m1.png
Supply wires on this layer in grey.
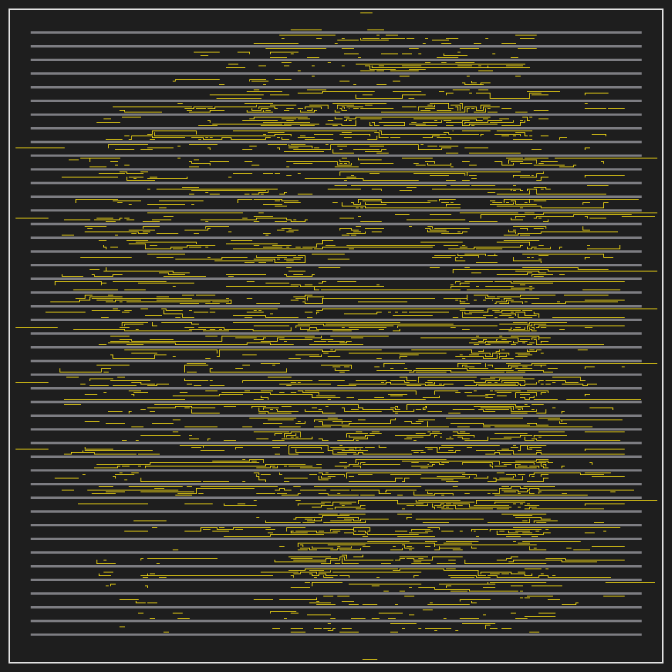
layers.png
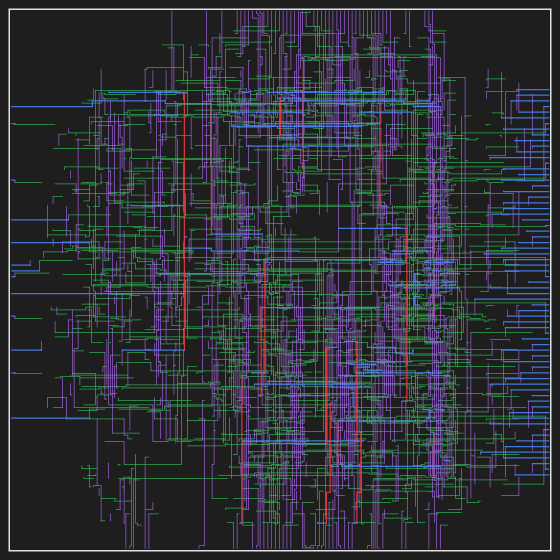
placed.png
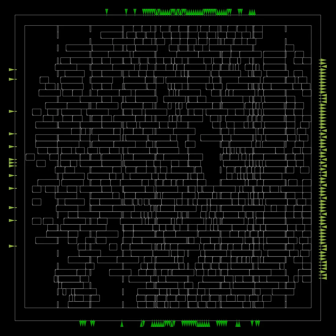
route_heat.png
26 x 26 tiles, from black (low) to pale yellow (high), scaled to the fullest tile. Values are wire area over tile area, all layers added.
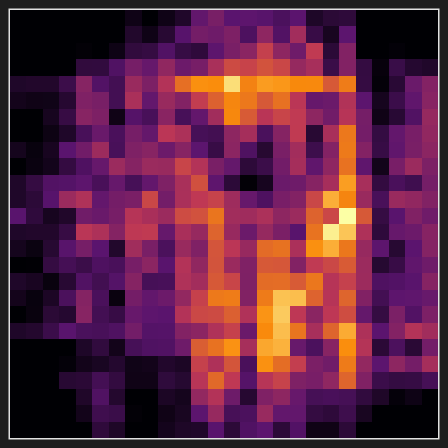
===== src/rtl/injection_scheduler.sv =====
// Bufferless-mesh router injection/ejection controller with local PE FIFO.
// Define INJ_STATS_EN to add saturating injection/ejection/stall counters.
module injection_scheduler #(
  parameter int ROW_ID = 4,
  parameter int COL_ID = 4,
  parameter int DEPTH  = 4,
  parameter int PW     = 8
) (
  input  logic            clk,
  input  logic            rst_n,
  input  logic [3:0]      in_valid,
  input  logic [23:0]     in_addr,
  input  logic [4*PW-1:0] in_data,
  input  logic            loc_valid,
  input  logic [5:0]      loc_addr,
  input  logic [PW-1:0]   loc_data,
  output logic            loc_ready,
  output logic [3:0]      out_valid,
  output logic [23:0]     out_addr,
  output logic [4*PW-1:0] out_data,
  output logic [19:0]     out_dir,
  output logic            ej_valid,
  output logic [5:0]      ej_addr,
  output logic [PW-1:0]   ej_data
`ifdef INJ_STATS_EN
  ,
  output logic [15:0]     stat_inj,
  output logic [15:0]     stat_ej,
  output logic [15:0]     stat_stall
`endif
);

  localparam int AW = $clog2(DEPTH);
  localparam int CW = AW + 1;
  localparam int EW = 6 + PW;
  localparam logic [2:0] ROW = 3'(ROW_ID);
  localparam logic [2:0] COL = 3'(COL_ID);
  localparam logic [4:0] DIR_E = 5'b00001;
  localparam logic [4:0] DIR_W = 5'b00010;
  localparam logic [4:0] DIR_N = 5'b00100;
  localparam logic [4:0] DIR_S = 5'b01000;
  localparam logic [4:0] DIR_L = 5'b10000;

  function automatic logic [4:0] route(input logic [5:0] a);
    logic [4:0] d;
    logic [2:0] r;
    logic [2:0] c;
    r = a[5:3];
    c = a[2:0];
    unique case (1'b1)
      c > COL:               d = DIR_E;
      c < COL:               d = DIR_W;
      c == COL && r > ROW:   d = DIR_N;
      c == COL && r < ROW:   d = DIR_S;
      default:               d = DIR_L;
    endcase
    return d;
  endfunction

  logic [EW-1:0]   mem_q [DEPTH];
  logic [EW-1:0]   mem_d [DEPTH];
  logic [AW-1:0]   wr_ptr_q, wr_ptr_d;
  logic [AW-1:0]   rd_ptr_q, rd_ptr_d;
  logic [CW-1:0]   cnt_q, cnt_d;
  logic [3:0]      out_valid_q, out_valid_d;
  logic [23:0]     out_addr_q, out_addr_d;
  logic [4*PW-1:0] out_data_q, out_data_d;
  logic [19:0]     out_dir_q, out_dir_d;
  logic            ej_valid_q, ej_valid_d;
  logic [5:0]      ej_addr_q, ej_addr_d;
  logic [PW-1:0]   ej_data_q, ej_data_d;

  logic [3:0]      ej_sel, inj_sel, free;
  logic            link_ej, self_ej, deq, enq, nonempty;
  logic [5:0]      head_addr;
  logic [PW-1:0]   head_data;
  logic [4:0]      head_dir;
  logic [4:0]      dir_i;

`ifdef INJ_STATS_EN
  logic [15:0] stat_inj_q, stat_inj_d;
  logic [15:0] stat_ej_q, stat_ej_d;
  logic [15:0] stat_stall_q, stat_stall_d;
`endif

  assign loc_ready = (cnt_q != CW'(DEPTH));

  always_comb begin
    link_ej   = 1'b0;
    ej_sel    = '0;
    inj_sel   = '0;
    self_ej   = 1'b0;
    deq       = 1'b0;
    dir_i     = '0;
    head_addr = mem_q[rd_ptr_q][EW-1:PW];
    head_data = mem_q[rd_ptr_q][PW-1:0];
    head_dir  = route(head_addr);
    nonempty  = (cnt_q != '0);
    enq       = loc_valid && loc_ready;

    for (int i = 0; i < 4; i++) begin
      if (!link_ej && in_valid[i] && route(in_addr[6*i +: 6]) == DIR_L) begin
        link_ej   = 1'b1;
        ej_sel[i] = 1'b1;
      end
    end
    free = ~in_valid | ej_sel;

    // A self-addressed head only uses the ejection port, never a slot.
    if (nonempty) begin
      if (head_dir == DIR_L) begin
        if (!link_ej) begin
          self_ej = 1'b1;
          deq     = 1'b1;
        end
      end else begin
        for (int i = 0; i < 4; i++) begin
          if (free[i] && !deq) begin
            inj_sel[i] = 1'b1;
            deq        = 1'b1;
          end
        end
      end
    end

    out_valid_d = '0;
    out_addr_d  = '0;
    out_data_d  = '0;
    out_dir_d   = '0;
    for (int i = 0; i < 4; i++) begin
      dir_i = route(in_addr[6*i +: 6]);
      if (inj_sel[i]) begin
        out_valid_d[i]        = 1'b1;
        out_addr_d[6*i +: 6]  = head_addr;
        out_data_d[PW*i +: PW] = head_data;
        out_dir_d[5*i +: 5]   = head_dir;
      end else if (in_valid[i] && !ej_sel[i]) begin
        out_valid_d[i]        = 1'b1;
        out_addr_d[6*i +: 6]  = in_addr[6*i +: 6];
        out_data_d[PW*i +: PW] = in_data[PW*i +: PW];
        out_dir_d[5*i +: 5]   = dir_i;
      end
    end

    ej_valid_d = link_ej || self_ej;
    ej_addr_d  = '0;
    ej_data_d  = '0;
    for (int i = 0; i < 4; i++) begin
      if (ej_sel[i]) begin
        ej_addr_d = in_addr[6*i +: 6];
        ej_data_d = in_data[PW*i +: PW];
      end
    end
    if (self_ej) begin
      ej_addr_d = head_addr;
      ej_data_d = head_data;
    end

    mem_d = mem_q;
    if (enq) mem_d[wr_ptr_q] = {loc_addr, loc_data};
    wr_ptr_d = wr_ptr_q + AW'(enq);
    rd_ptr_d = rd_ptr_q + AW'(deq);
    cnt_d    = cnt_q + CW'(enq) - CW'(deq);

`ifdef INJ_STATS_EN
    stat_inj_d   = stat_inj_q;
    stat_ej_d    = stat_ej_q;
    stat_stall_d = stat_stall_q;
    if ((inj_sel != '0) && stat_inj_q != 16'hFFFF)
      stat_inj_d = stat_inj_q + 16'd1;
    if (ej_valid_d && stat_ej_q != 16'hFFFF)
      stat_ej_d = stat_ej_q + 16'd1;
    if (nonempty && !deq && stat_stall_q != 16'hFFFF)
      stat_stall_d = stat_stall_q + 16'd1;
`endif
  end

  always_ff @(posedge clk or negedge rst_n) begin
    if (!rst_n) begin
      for (int i = 0; i < DEPTH; i++) mem_q[i] <= '0;
      wr_ptr_q    <= '0;
      rd_ptr_q    <= '0;
      cnt_q       <= '0;
      out_valid_q <= '0;
      out_addr_q  <= '0;
      out_data_q  <= '0;
      out_dir_q   <= '0;
      ej_valid_q  <= 1'b0;
      ej_addr_q   <= '0;
      ej_data_q   <= '0;
`ifdef INJ_STATS_EN
      stat_inj_q   <= '0;
      stat_ej_q    <= '0;
      stat_stall_q <= '0;
`endif
    end else begin
      mem_q       <= mem_d;
      wr_ptr_q    <= wr_ptr_d;
      rd_ptr_q    <= rd_ptr_d;
      cnt_q       <= cnt_d;
      out_valid_q <= out_valid_d;
      out_addr_q  <= out_addr_d;
      out_data_q  <= out_data_d;
      out_dir_q   <= out_dir_d;
      ej_valid_q  <= ej_valid_d;
      ej_addr_q   <= ej_addr_d;
      ej_data_q   <= ej_data_d;
`ifdef INJ_STATS_EN
      stat_inj_q   <= stat_inj_d;
      stat_ej_q    <= stat_ej_d;
      stat_stall_q <= stat_stall_d;
`endif
    end
  end

  assign out_valid = out_valid_q;
  assign out_addr  = out_addr_q;
  assign out_data  = out_data_q;
  assign out_dir   = out_dir_q;
  assign ej_valid  = ej_valid_q;
  assign ej_addr   = ej_addr_q;
  assign ej_data   = ej_data_q;
`ifdef INJ_STATS_EN
  assign stat_inj   = stat_inj_q;
  assign stat_ej    = stat_ej_q;
  assign stat_stall = stat_stall_q;
`endif

endmodule


===== config.mk =====
export PLATFORM = sky130hd
export DESIGN_NAME = injection_scheduler
export DESIGN_NICKNAME = d
export VERILOG_FILES = /design/src/rtl/injection_scheduler.sv
export SDC_FILE = /design/constraint.sdc
export NUM_CORES = 1
export LEC_CHECK = 0
export CORE_MARGIN = 4
export CORE_UTILIZATION = 44
export CTS_CLUSTER_SIZE = 10
export DETAILED_ROUTE_END_ITERATION = 7
export GPL_TIMING_DRIVEN = 0
export PLACE_DENSITY = 0.77
export REMOVE_ABC_BUFFERS = 1
export SLEW_MARGIN = 40
export SYNTH_ARGS = -nofsm -noshare
export SYNTH_HDL_FRONTEND = slang
export SYNTH_SLANG_ARGS = --single-unit

===== constraint.sdc =====
create_clock -name clk -period 3 [get_ports clk]
set_clock_uncertainty 0.05 [all_clocks]
set_input_delay 0.9 -clock clk [delete_from_list [all_inputs] [get_ports clk]]
set_output_delay 0.9 -clock clk [all_outputs]
set_load 0.02 [all_outputs]

==> results.txt <==
flow finished, numbers: Cell area leaders dfrtp_1 (61%), mux2_2 (9.7%), a22o_1 (6.9%), Avg Synthesized Cell Area 13.6 µm², Clock buf/inv share 6.44%, max-slew violation count 0, DRC Markers 0, Post-Synth AOI/OAI Area 12.2%, initial antenna violation count 0, Buffers excl. clock 208, maxcap violations 0, CTS Hold Bufs 0, Final WS setup -0.0786 ns, CTS H-tree depth 4, status finished with violations, WP data required 3.28 ns, Peak Freq 325 MHz, Syn. warnings 0, setup violators final 1, Pleak 4.10 nW, total negative slack -0.0786 ns, Critical path origin in_addr[9], Distinct lib cells used 51, cycle use final 103%, drt via density 5.62, failing checks setup timing, pre-CTS setup slack -2.00 ns, M2 GR Usage 39.1%, Top logic family multiplexers, reg2reg end cnt_q[2]$_DFF_PN0_, nonclk inv count 6, most frequent cell after synthesis dfrtp_1, hold slack 0.411 ns
-- m1.png (at the start) --
nets with wire on the layer: 678
wire length on this layer: 7,370 µm

-- layers.png (at the start) --
[purple] M2 | wire length: 9,680 µm
[green] M1 | wire length: 7,370 µm
[red] M4 | wire length: 438 µm
[blue] M3 | wire length: 1,490 µm
final WL: 19.0 mm
vias: 4,966

-- placed.png (at the start) --
Non-Filler Instances: 884
Core Region: 0.0145 mm²
Rows: 44
Seq cells: 158
fin util: 64.8%

-- route_heat.png (at the start) --
nearly empty tiles: 14%
fullest tile: 0.65
mean over tiles: 0.18
tiles over half the peak: 16%
emptiest ninth of the die: bottom left

[critical path, stage by stage]
cell	delay [ns]
clkdlybuf4s50_1	0.46
nor2_4	0.19
nand3_4	0.12
and4_4	0.23
and4b_4	0.20
or2_4	0.27
xnor2_2	0.13
ha_2	0.18
fa_2	0.35
xnor2_2	0.14
xnor2_1	0.17
[report_power, final]
| part | total [mW] | switching [mW] | internal [mW] |
|---|---|---|---|
| Clock | 2.18 | 0.851 | 1.33 |
| Sequential | 3.25 | 0.404 | 2.85 |
| Combinational | 3.70 | 1.87 | 1.84 |
| Total | 9.13 | 3.12 | 6.01 |
[sequential cells by signal (all words and copies together) (netlist names)]
name	flops
wr_ptr_q	2
ej_data	8
out_data	32
ej_addr	6
mem_q	56
ej_valid	1
rd_ptr_q	2
out_addr	24
out_dir	20
out_valid	4
cnt_q	3
Power figures rest on the tool's default switching activity, not on a simulated workload.
